==> src/rtl/mcp3002_pkg.sv <==
// Shared types, widths and command decode for the MCP3002 ADC responder.
package mcp3002_pkg;

   localparam int unsigned DATA_WIDTH = 10;
   localparam int unsigned DIFF_WIDTH = DATA_WIDTH + 1;
   localparam int unsigned CNT_WIDTH  = 4;
   localparam int unsigned CFG_WIDTH  = 3;

   // conv_config bit positions
   localparam int unsigned CFG_SGL  = 2;
   localparam int unsigned CFG_ODD  = 1;
   localparam int unsigned CFG_MSBF = 0;

   // {sgl, odd} channel-select codes
   localparam logic [1:0] SEL_CH0           = 2'b10;
   localparam logic [1:0] SEL_CH1           = 2'b11;
   localparam logic [1:0] SEL_CH0_MINUS_CH1 = 2'b00;
   localparam logic [1:0] SEL_CH1_MINUS_CH0 = 2'b01;

   typedef enum logic [2:0] {
      S_IDLE,
      S_WAIT_START,
      S_CONFIG,
      S_NULL,
      S_MSB,
      S_LSB,
      S_TRAIL
   } state_t;

   typedef logic [DATA_WIDTH-1:0] sample_t;

   // a - b, clamped to zero when the 11-bit result goes negative
   function automatic sample_t sat_diff(input sample_t a, input sample_t b);
      logic [DIFF_WIDTH-1:0] d;
      d = {1'b0, a} - {1'b0, b};
      return d[DIFF_WIDTH-1] ? '0 : d[DATA_WIDTH-1:0];
   endfunction

   function automatic sample_t select_sample(input logic [1:0] sel,
                                             input sample_t ch0,
                                             input sample_t ch1);
      sample_t s;
      case (sel)
         SEL_CH0:           s = ch0;
         SEL_CH1:           s = ch1;
         SEL_CH0_MINUS_CH1: s = sat_diff(ch0, ch1);
         default:           s = sat_diff(ch1, ch0);
      endcase
      return s;
   endfunction

endpackage

==> src/rtl/mcp3002_responder_if.sv <==
// SPI pin bundle between an ADC master and the MCP3002 responder.
interface mcp3002_responder_if;
   logic spi_clk;
   logic spi_cs;
   logic spi_din;
   logic spi_dout;
   logic spi_dout_oe;

   modport master (
      output spi_clk,
      output spi_cs,
      output spi_din,
      input  spi_dout,
      input  spi_dout_oe
   );

   modport slave (
      input  spi_clk,
      input  spi_cs,
      input  spi_din,
      output spi_dout,
      output spi_dout_oe
   );
endinterface

==> src/rtl/mcp3002_sync_edge.sv <==
// Multi-stage synchronizer with registered rise/fall pulses aligned to the
// synchronized level. Edges are suppressed until the chain holds real pin values.
module mcp3002_sync_edge #(
   parameter int unsigned STAGES    = 2,
   parameter logic        RESET_VAL = 1'b0
) (
   input  logic clk,
   input  logic rst,
   input  logic raw,
   output logic level,
   output logic rise,
   output logic fall
);

   logic [STAGES-1:0] chain;
   logic [STAGES-1:0] primed;

   // chain[0] is the newest sample; primed fills with ones as reset values flush out
   always_ff @(posedge clk or posedge rst) begin
      if (rst) begin
         chain  <= {STAGES{RESET_VAL}};
         primed <= '0;
         rise   <= 1'b0;
         fall   <= 1'b0;
      end else begin
         chain  <= {chain[STAGES-2:0], raw};
         primed <= {primed[STAGES-2:0], 1'b1};
         rise   <= primed[STAGES-1] &  chain[STAGES-2] & ~chain[STAGES-1];
         fall   <= primed[STAGES-1] & ~chain[STAGES-2] &  chain[STAGES-1];
      end
   end

   assign level = chain[STAGES-1];

endmodule

==> src/rtl/mcp3002_responder.sv <==
// MCP3002 10-bit ADC emulator on the device side of an SPI link (modes 0,0 and 1,1).
// Commands are taken on SCLK rises, data is driven on SCLK falls, all oversampled by clk.
module mcp3002_responder #(
   parameter int unsigned SYNC_STAGES = 2,
   parameter int unsigned DATA_WIDTH  = mcp3002_pkg::DATA_WIDTH
) (
   input  logic                                clk,
   input  logic                                rst,
   mcp3002_responder_if.slave                  spi,
   input  logic [DATA_WIDTH-1:0]               ch0_data,
   input  logic [DATA_WIDTH-1:0]               ch1_data,
   output logic                                conv_strobe,
   output logic [mcp3002_pkg::CFG_WIDTH-1:0]   conv_config,
   output logic                                busy,
   output logic                                frame_done,
   output logic                                frame_error
);

   import mcp3002_pkg::*;

   logic sclk_level, sclk_rise, sclk_fall;
   logic cs_level, cs_rise, cs_fall;
   logic din, din_rise, din_fall;
   logic unused_sync;

   mcp3002_sync_edge #(.STAGES(SYNC_STAGES), .RESET_VAL(1'b0)) u_sclk_sync (
      .clk   (clk),
      .rst   (rst),
      .raw   (spi.spi_clk),
      .level (sclk_level),
      .rise  (sclk_rise),
      .fall  (sclk_fall)
   );

   mcp3002_sync_edge #(.STAGES(SYNC_STAGES), .RESET_VAL(1'b1)) u_cs_sync (
      .clk   (clk),
      .rst   (rst),
      .raw   (spi.spi_cs),
      .level (cs_level),
      .rise  (cs_rise),
      .fall  (cs_fall)
   );

   mcp3002_sync_edge #(.STAGES(SYNC_STAGES), .RESET_VAL(1'b0)) u_din_sync (
      .clk   (clk),
      .rst   (rst),
      .raw   (spi.spi_din),
      .level (din),
      .rise  (din_rise),
      .fall  (din_fall)
   );

   assign unused_sync = ^{sclk_level, cs_level, din_rise, din_fall};

   state_t                 state;
   logic [CNT_WIDTH-1:0]   cnt;
   logic                   sgl_q;
   logic                   odd_q;
   logic [DATA_WIDTH-1:0]  sample_q;
   logic                   complete;
   logic                   start_seen;
   logic                   dout_q;
   logic                   oe_q;

   assign spi.spi_dout    = dout_q;
   assign spi.spi_dout_oe = oe_q;

   // Frame FSM; a CS rise outranks any SCLK edge seen on the same clk
   always_ff @(posedge clk or posedge rst) begin
      if (rst) begin
         state       <= S_IDLE;
         cnt         <= '0;
         sgl_q       <= 1'b0;
         odd_q       <= 1'b0;
         sample_q    <= '0;
         complete    <= 1'b0;
         start_seen  <= 1'b0;
         dout_q      <= 1'b0;
         oe_q        <= 1'b0;
         conv_strobe <= 1'b0;
         conv_config <= '0;
         busy        <= 1'b0;
         frame_done  <= 1'b0;
         frame_error <= 1'b0;
      end else begin
         conv_strobe <= 1'b0;
         frame_done  <= 1'b0;
         frame_error <= 1'b0;

         if (state != S_IDLE && cs_rise) begin
            state       <= S_IDLE;
            dout_q      <= 1'b0;
            oe_q        <= 1'b0;
            busy        <= 1'b0;
            frame_done  <= complete;
            frame_error <= ~complete & start_seen;
         end else begin
            case (state)
               S_IDLE: begin
                  oe_q <= 1'b0;
                  if (cs_fall) begin
                     state      <= S_WAIT_START;
                     busy       <= 1'b1;
                     complete   <= 1'b0;
                     start_seen <= 1'b0;
                     cnt        <= '0;
                  end
               end

               S_WAIT_START: begin
                  if (sclk_rise && din) begin
                     state      <= S_CONFIG;
                     start_seen <= 1'b1;
                     cnt        <= '0;
                  end
               end

               S_CONFIG: begin
                  if (sclk_rise) begin
                     cnt <= cnt + CNT_WIDTH'(1);
                     if (cnt == CNT_WIDTH'(0)) begin
                        sgl_q <= din;
                     end else if (cnt == CNT_WIDTH'(1)) begin
                        odd_q <= din;
                     end else begin
                        conv_config[CFG_SGL]  <= sgl_q;
                        conv_config[CFG_ODD]  <= odd_q;
                        conv_config[CFG_MSBF] <= din;
                        sample_q    <= select_sample({sgl_q, odd_q}, ch0_data, ch1_data);
                        conv_strobe <= 1'b1;
                        state       <= S_NULL;
                     end
                  end
               end

               S_NULL: begin
                  if (sclk_fall) begin
                     oe_q   <= 1'b1;
                     dout_q <= 1'b0;
                     cnt    <= CNT_WIDTH'(DATA_WIDTH - 1);
                     state  <= S_MSB;
                  end
               end

               // B9 down to B0
               S_MSB: begin
                  if (sclk_fall) begin
                     dout_q <= sample_q[cnt];
                     if (cnt == CNT_WIDTH'(0)) begin
                        if (conv_config[CFG_MSBF]) begin
                           state    <= S_TRAIL;
                           complete <= 1'b1;
                        end else begin
                           state <= S_LSB;
                           cnt   <= CNT_WIDTH'(1);
                        end
                     end else begin
                        cnt <= cnt - CNT_WIDTH'(1);
                     end
                  end
               end

               // B1 up to B9, B0 is shared with the MSB-first pass
               S_LSB: begin
                  if (sclk_fall) begin
                     dout_q <= sample_q[cnt];
                     if (cnt == CNT_WIDTH'(DATA_WIDTH - 1)) begin
                        state    <= S_TRAIL;
                        complete <= 1'b1;
                     end else begin
                        cnt <= cnt + CNT_WIDTH'(1);
                     end
                  end
               end

               S_TRAIL: begin
                  if (sclk_fall) begin
                     dout_q <= 1'b0;
                  end
               end

               default: begin
                  state <= S_IDLE;
               end
            endcase
         end
      end
   end

endmodule

==> src/flat_wrapper.sv <==
// flat-port wrapper written by rule: the top's interface ports become plain ports
module mcp3002_responder_flat import mcp3002_pkg::*;
#(
   parameter int unsigned SYNC_STAGES = 2,
   parameter int unsigned DATA_WIDTH  = mcp3002_pkg::DATA_WIDTH
)
  (clk, rst, ch0_data, ch1_data, conv_strobe, conv_config, busy, frame_done, frame_error, spi_spi_clk, spi_spi_cs, spi_spi_din, spi_spi_dout, spi_spi_dout_oe);
  mcp3002_responder_if spi_i ();
  input  logic clk;
  input  logic rst;
  input  logic [DATA_WIDTH-1:0] ch0_data;
  input  logic [DATA_WIDTH-1:0] ch1_data;
  output logic conv_strobe;
  output logic [mcp3002_pkg::CFG_WIDTH-1:0] conv_config;
  output logic busy;
  output logic frame_done;
  output logic frame_error;
  input wire logic [$bits(spi_i.spi_clk)-1:0] spi_spi_clk;
  input wire logic [$bits(spi_i.spi_cs)-1:0] spi_spi_cs;
  input wire logic [$bits(spi_i.spi_din)-1:0] spi_spi_din;
  output wire logic [$bits(spi_i.spi_dout)-1:0] spi_spi_dout;
  output wire logic [$bits(spi_i.spi_dout_oe)-1:0] spi_spi_dout_oe;
  assign spi_i.spi_clk = spi_spi_clk;
  assign spi_i.spi_cs = spi_spi_cs;
  assign spi_i.spi_din = spi_spi_din;
  assign spi_spi_dout = spi_i.spi_dout;
  assign spi_spi_dout_oe = spi_i.spi_dout_oe;
  mcp3002_responder #(.SYNC_STAGES(SYNC_STAGES), .DATA_WIDTH(DATA_WIDTH)) u_core (.clk(clk), .rst(rst), .spi(spi_i), .ch0_data(ch0_data), .ch1_data(ch1_data), .conv_strobe(conv_strobe), .conv_config(conv_config), .busy(busy), .frame_done(frame_done), .frame_error(frame_error));
endmodule
==> config.mk <==
export PLATFORM = sky130hd
export DESIGN_NAME = mcp3002_responder_flat
export DESIGN_NICKNAME = d
export VERILOG_FILES = /design/src/rtl/mcp3002_pkg.sv /design/src/rtl/mcp3002_responder_if.sv /design/src/rtl/mcp3002_sync_edge.sv /design/src/rtl/mcp3002_responder.sv /design/src/flat_wrapper.sv
export SDC_FILE = /design/constraint.sdc
export NUM_CORES = 1
export LEC_CHECK = 0
export ABC_AREA = 1
export ABC_CLOCK_PERIOD_IN_PS = 2100
export CAP_MARGIN = 15
export CORE_MARGIN = 1.5
export CORE_UTILIZATION = 40
export CTS_CLUSTER_DIAMETER = 150
export DETAILED_ROUTE_END_ITERATION = 6
export PLACE_DENSITY = 0.59
export RECOVER_POWER = 25
export SLEW_MARGIN = 20
export SYNTH_ARGS = -nofsm -noshare
export SYNTH_HDL_FRONTEND = slang
export SYNTH_SLANG_ARGS = --single-unit
==> constraint.sdc <==
create_clock -name clk -period 2.1 [get_ports clk]
set_input_delay 0.42 -clock clk [delete_from_list [all_inputs] [get_ports clk]]
set_output_delay 0.42 -clock clk [all_outputs]
set_load 0.01 [all_outputs]
==> results.txt, run 1 <==
run metrics: status finished clean, CP max-delay cell clkdlybuf4s50_1, DP HPWL 7.49 mm, distinct lib cells 40, placed cells 702, Vias/cell 4.93, Longest Clk Path Bufs 2, P per Cell Area 810 nW/um^2, CTS root buffer clkbuf_8, required time of the critical path 2.27 ns, Die Height 94.6 um, total global routing track utilization 22.3%, Std-Cell Rows 33, Initial Utilization 41.0%, Vias 3530, share of the synthesized area in the top cell type 29.8%, Worst slew margin 32.1%, DRC Markers 0, worst stage delay on the critical path 0.47 ns, ys flop type dfrtp_1, GRT overflow 0, Hold EP u_core.u_din_sync.chain[1]$_DFF_PP0_, final setup fails 0, RSZ-0062 raised after global routing yes, CP Cell Sequence clkdlybuf4s50_1 -> inv_1 -> ha_4 -> buf_6 -> a21oi_2 -> buf_4 -> nor2_1 -> nor2_1 -> nand3_1 -> nand2_1 -> nor2_1 -> nor2_1 -> a21oi_1, hold_buf cts 0, Chip Area, Yosys 3350 sq um, clk sinks 42, VDD IR max 0.327 mV, max-capacitance violation count 0, H-Tree Depth 2, leakage power 2.41 nW, clock period minus worst slack 2.02 ns, io pins 34, startpoint types input port, router iterations before antenna repair 5, Critical Path End Type flip-flop, Tcrit/Tclk final 96.4%, cell area after synthesis 3350 sq um, total placed instance area 4310 sq um, Synth area leaders dfrtp_1 (30%), nand2_1 (14%), ha_1 (9.0%), nor2_1 (8.8%), inv_1 (7.8%), count leader, synth nand2_1, CTS tree built, vias in the first global route 3454, share of cells above drive strength 1 24.5%, largest net degree at the start of global routing 43, Crit path arrival time 2.20 ns, Avg Inst Size Synth 6.70 sq um, Flops after synth 42, Worst Setup Path Type input port to flip-flop, final hold violation count 0, asr flop ratio synth 100%, YS warnings 0, Reg clk slew, reported paths 0.08 ns, fmax 0.494 GHz, cell depth of the worst flop-to-flop path 9, die area 8940 sq um, CTS Buf Count 5, Tool Warnings 40, routability cong. 0.903, Slew Limit Fails 0, IO Port Bufs 33, total wire length 9.32 mm, Post-DRT Antenna Nets 0, Die Width 94.6 um, initial antenna violation count 0, Latency at later pin 0.29 ns, Hold Path Class flip-flop to flip-flop, Post-synth EDFFs 0, hold path cells 0, Hold Path Origin u_core.u_din_sync.chain[0]$_DFF_PP0_, Seq share, synth 31.4%, RR Endpoint u_core.sample_q[2]$_DFFE_PP0P_, Antenna diodes 0, worst-path maximum fanout 5, post-DR wirelength/cell 13.0 um, first-pass GRT wire length 15.7 mm, Layout Skew 0.00594 ns, Critical path origin ch0_data[4], Mapped Nets 552, r2r setup slk 0.28 ns
-- run 1: metal layers --
metal | up-vias | routed length, um | GRT usage, %
li1 | 1820 | - | -
met5 | - | 0 | 0
met1 | 1639 | 4340 | 28.9
met4 | 0 | 206 | 6.59
met2 | 57 | 4590 | 38.8
met3 | 14 | 191 | 2.82
-- run 1: stage by stage --
stage	hold WS (ns)	total power, mW	setup TNS [ns]	utilization [%]	worst slack (ns)
floorplan	0.331	2.47	0	-	0.156
global placement	0.332	3.17	-3.77	52.8	-0.439
detailed placement	0.341	3.18	-3.99	52.8	-0.463
CTS	0.361	3.72	0	54.7	0.00780
global route	0.371	4.12	-0.0160	56.9	-0.00738
finish	0.359	3.77	0	56.9	0.0762
-- run 1: layout make-up --
cell class                      instances  area [sq um]
Clock buffer                            6          72.6
Tap cell                              105           131
Timing Repair Buffer                  110           930
Multi-Input combinational cell        373          2160
Inverter                               78           293
Clock inverter                          2          13.8
Fill cell                             800          3520
Sequential cell                        42          1050
-- run 1: how the worst max path moves through the flow --
stage,to,slack (ns)
after global routing,u_core.sample_q[6]$_DFFE_PP0P_,-0.007
after global placement,u_core.sample_q[6]$_DFFE_PP0P_,-0.44
after floorplan,u_core.state[0]$_DFFE_PP0P_,0.16
after CTS,u_core.sample_q[6]$_DFFE_PP0P_,0.008
final,u_core.sample_q[7]$_DFFE_PP0P_,0.08
after detailed placement,u_core.sample_q[4]$_DFFE_PP0P_,-0.46
-- run 1: layout by cell type (no fill, tap or decap), types with 11 or more instances in the layout --
cell type / instances
a21oi_1: 11
nand2_1: 118
inv_2: 16
ha_1: 15
clkdlybuf4s50_1: 21
o21ai_0: 18
nand2_2: 12
o21ai_1: 11
nand3_1: 32
dfrtp_1: 40
nor2_1: 73
inv_1: 62
buf_4: 73
-- run 1: power breakdown --
part           total (mW)  switching (mW)  internal [mW]
Clock               0.520           0.285          0.235
Combinational        2.08            1.22          0.859
Sequential           1.17           0.163           1.00
-- run 1: timing repair --
action	in CTS	in global routing
setup buffers	3	3
endpoints found under the hold margin	0	0
endpoints found under the setup margin	10	10
gates resized	13	51
pin swaps	6	20
-- run 1: state kept, by name, indices dropped and copies added, names as in the netlist, 2 cells and up --
register,count
u_core.u_sclk_sync.chain,2
u_core.state,3
u_core.u_cs_sync.chain,2
u_core.u_din_sync.chain,2
u_core.conv_config,3
u_core.sample_q,10
u_core.cnt,4
-- run 1: worst max-delay path: cells and delay by family --
family,cells,cell delay [ns]
buffers and inverters,4,0.80
and+or+nand+nor,6,0.51
adders and majority gates,1,0.24
AOI/OAI and AO/OA,2,0.23
-- run 1: logic make-up after synthesis --
logic type	synth area share (%)
simple gates	34.4
buf+inv	10.1
compound gates	11.2
flops	31.4
fa+ha+maj	10.1
xor+xnor	2.61
other cells	0.112
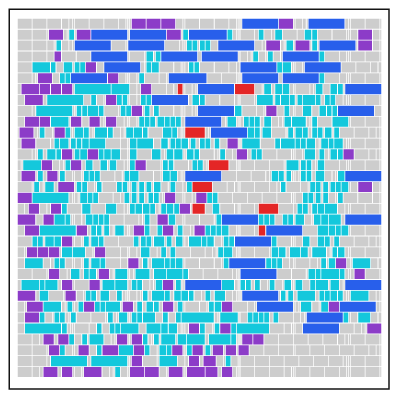
run_1/placement_by_type.png
Drawn at 4 px/um. Fill, decap, tap and diode cells in grey.
| class | colour | cells | share of their area |
|---|---|---|---|
| clock drivers and dummy loads | red | 8 | 1.9% |
| combinational and other logic | cyan | 451 | 54% |
| sequential cells | blue | 42 | 23% |
| remaining buffers and delay cells | purple | 110 | 21% |
fin area: 4660 sq um
flop share of the area: 22.6%
Core Area: 8180 sq um
final core area utilization: 56.9%

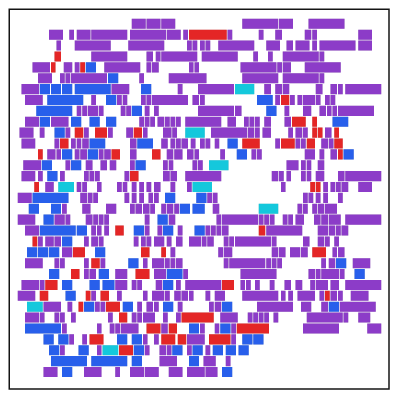
run_1/sizes.png
Drawn at 4 px/um.
| size | colour | cells | share |
|---|---|---|---|
| _2 cells | red | 54 | 8.8% |
| _0 and _1 cells | purple | 461 | 75% |
| _6 and larger | cyan | 8 | 1.3% |
| _3 and _4 cells | blue | 88 | 14% |
Layout area overhead: 38.8%
Signal buffers: 110
post-route setup slack: 0.0762 ns

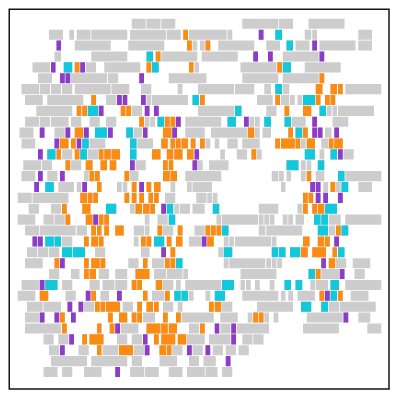
run_1/logic_types.png
Drawn at 4 px/um.
| family | colour | cells | most used |
|---|---|---|---|
| inv cells | purple | 78 | inv_1 |
| aoi and oai cells | cyan | 64 | o21ai_0 |
| nand cells | orange | 174 | nand2_1 |
Comb/total area: 46.4%
Finished Layout Cells: 716
most numerous logic cell after layout: nand2_1

==> run 2: changes to the inputs <==
- ABC_CLOCK_PERIOD_IN_PS: 2100 -> default
==> results.txt, run 2 <==
run metrics: status finished clean, DRC Markers 0 (unchanged), initial antenna violation count 0 (unchanged), share of cells above drive strength 1 24.5% (unchanged), Core Area 8180 sq um (unchanged), Tcrit/Tclk final 96.4% (unchanged), Top reg by flops u_core.sample_q, first-pass GRT wire length 15.7 mm (unchanged), Post-DRT Antenna Nets 0 (unchanged), startpoint types input port, Finished Layout Cells 716 (unchanged), Tool Warnings 40 (unchanged), Worst slew margin 32.1% (unchanged), H-Tree Depth 2 (unchanged), total placed instance area 4310 sq um (unchanged), placed cells 702 (unchanged), Crit path arrival time 2.20 ns (about the same), share of the synthesized area in the top cell type 29.8% (unchanged), Die Height 94.6 um (unchanged), CTS Buf Count 5 (unchanged), Flops after synth 42 (unchanged), CTS root buffer clkbuf_8, router iterations before antenna repair 5 (unchanged), Hold WS 0.359 ns (unchanged), Die Width 94.6 um (unchanged), distinct lib cells 40 (unchanged), Slew Limit Fails 0 (unchanged), clock period minus worst slack 2.02 ns (unchanged), RSZ-0062 raised after global routing yes, CTS tree built, fin area 4660 sq um (unchanged), Layout Skew 0.00594 ns (unchanged), fill count 800 (unchanged), Avg Inst Size Synth 6.70 sq um (unchanged), post-DR wirelength/cell 13.0 um (unchanged), P per Cell Area 810 nW/um^2 (unchanged), Synth area leaders dfrtp_1 (30%), nand2_1 (14%), ha_1 (9.0%), nor2_1 (8.8%), inv_1 (7.8%), max reg flops 10 (unchanged), fmax 0.494 GHz (unchanged), vias in the first global route 3454 (unchanged), final core area utilization 56.9% (unchanged), max-capacitance violation count 0 (unchanged), Longest Clk Path Bufs 2 (unchanged), Seq share, synth 31.4% (unchanged)
==> run 2: repair_timing <==
action / in CTS / in global routing
setup buffers: 3 / 3
setup endpoints to repair: 10 / 10
hold buffers: 0 / 0
gates resized: 13 / 51
pin swaps: 6 / 20
hold endpoints to repair: 0 / 0
==> run 2: power by group <==
group          switching [mW]  internal, mW
registers               0.163          1.00
logic                    1.22         0.859
clock network           0.285         0.235
total                    1.67          2.10
==> run 2: metrics by stage <==
step	setup slack, ns	total power, mW	TNS (ns)
after global routing	-0.00738	4.12	-0.0160
after CTS	0.00780	3.72	0
after detailed placement	-0.463	3.18	-3.99
final	0.0762	3.77	0
after global placement	-0.439	3.17	-3.77
after floorplan	0.156	2.47	0
==> run 2: cells by family after synthesis <==
group,count (synthesis),share of synthesized area (%)
AND-OR/OR-AND,65,11.2
XOR/XNOR,10,2.61
adder cells (fa/ha/maj),26,10.1
buffers and inverters,86,10.1
flip-flops,42,31.4
other,1,0.112
AND/OR/NAND/NOR,271,34.4
==> run 2: cell type report <==
class,instances,area (sq um),area share (%)
clock buffers,6,72.6,1.56
flip-flops and latches,42,1050,22.6
well taps,105,131,2.82
inverters,78,293,6.29
clock inverters,2,13.8,0.296
repair buffers,110,930,20.0
multi-input cells,373,2160,46.4
==> run 2: final timing paths <==
kind                                                        endpoint  slack (ns)  depth (start not counted)                                 start
worst max-delay path                  u_core.sample_q[7]$_DFFE_PP0P_        0.08                         13                           ch0_data[4]
worst min register to register  u_core.u_din_sync.chain[1]$_DFF_PP0_        0.36                          0  u_core.u_din_sync.chain[0]$_DFF_PP0_
max in group asynchronous             u_core.sample_q[3]$_DFFE_PP0P_        0.59                          3                                   rst
worst max register to register        u_core.sample_q[2]$_DFFE_PP0P_        0.28                          9             u_core.cnt[1]$_DFFE_PP0P_
min in group asynchronous       u_core.u_din_sync.chain[0]$_DFF_PP0_        0.88                          3                                   rst
worst min-delay path            u_core.u_din_sync.chain[1]$_DFF_PP0_        0.36                          0  u_core.u_din_sync.chain[0]$_DFF_PP0_
==> run 2: per-layer routing <==
metal | vias up | global-route usage (%) | wire length, um
met5 | - | 0 | 0
met4 | 0 | 6.59 | 206
met3 | 14 | 2.82 | 191
met2 | 57 | 38.8 | 4590
met1 | 1639 | 28.9 | 4340
li1 | 1820 | - | -
==> run 2: worst max-delay path, stage by stage <==
cell             delay [ns]
clkdlybuf4s50_1        0.47
inv_1                  0.07
ha_4                   0.24
buf_6                  0.13
a21oi_2                0.14
buf_4                  0.13
nor2_1                 0.04
nor2_1                 0.13
nand3_1                0.09
nand2_1                0.07
nor2_1                 0.04
nor2_1                 0.14
a21oi_1                0.09
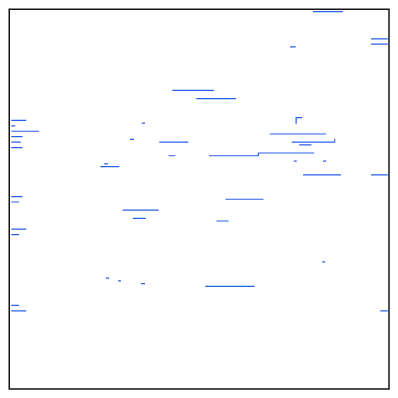
run_2/layer_met3.png
Drawn at 4 px/um.
share of all routed wire: 2.1%
longest straight run: 13.8 um
Vias: 3530
total wire length: 9.32 mm

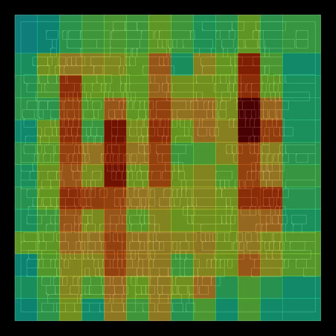
run_2/congestion.png
busiest grt layer: met2
GR Util met3: 2.82%
total global routing track utilization: 22.3%
met1 Track Usage GR: 28.9%

Power is estimated from default activity; no workload was simulated.
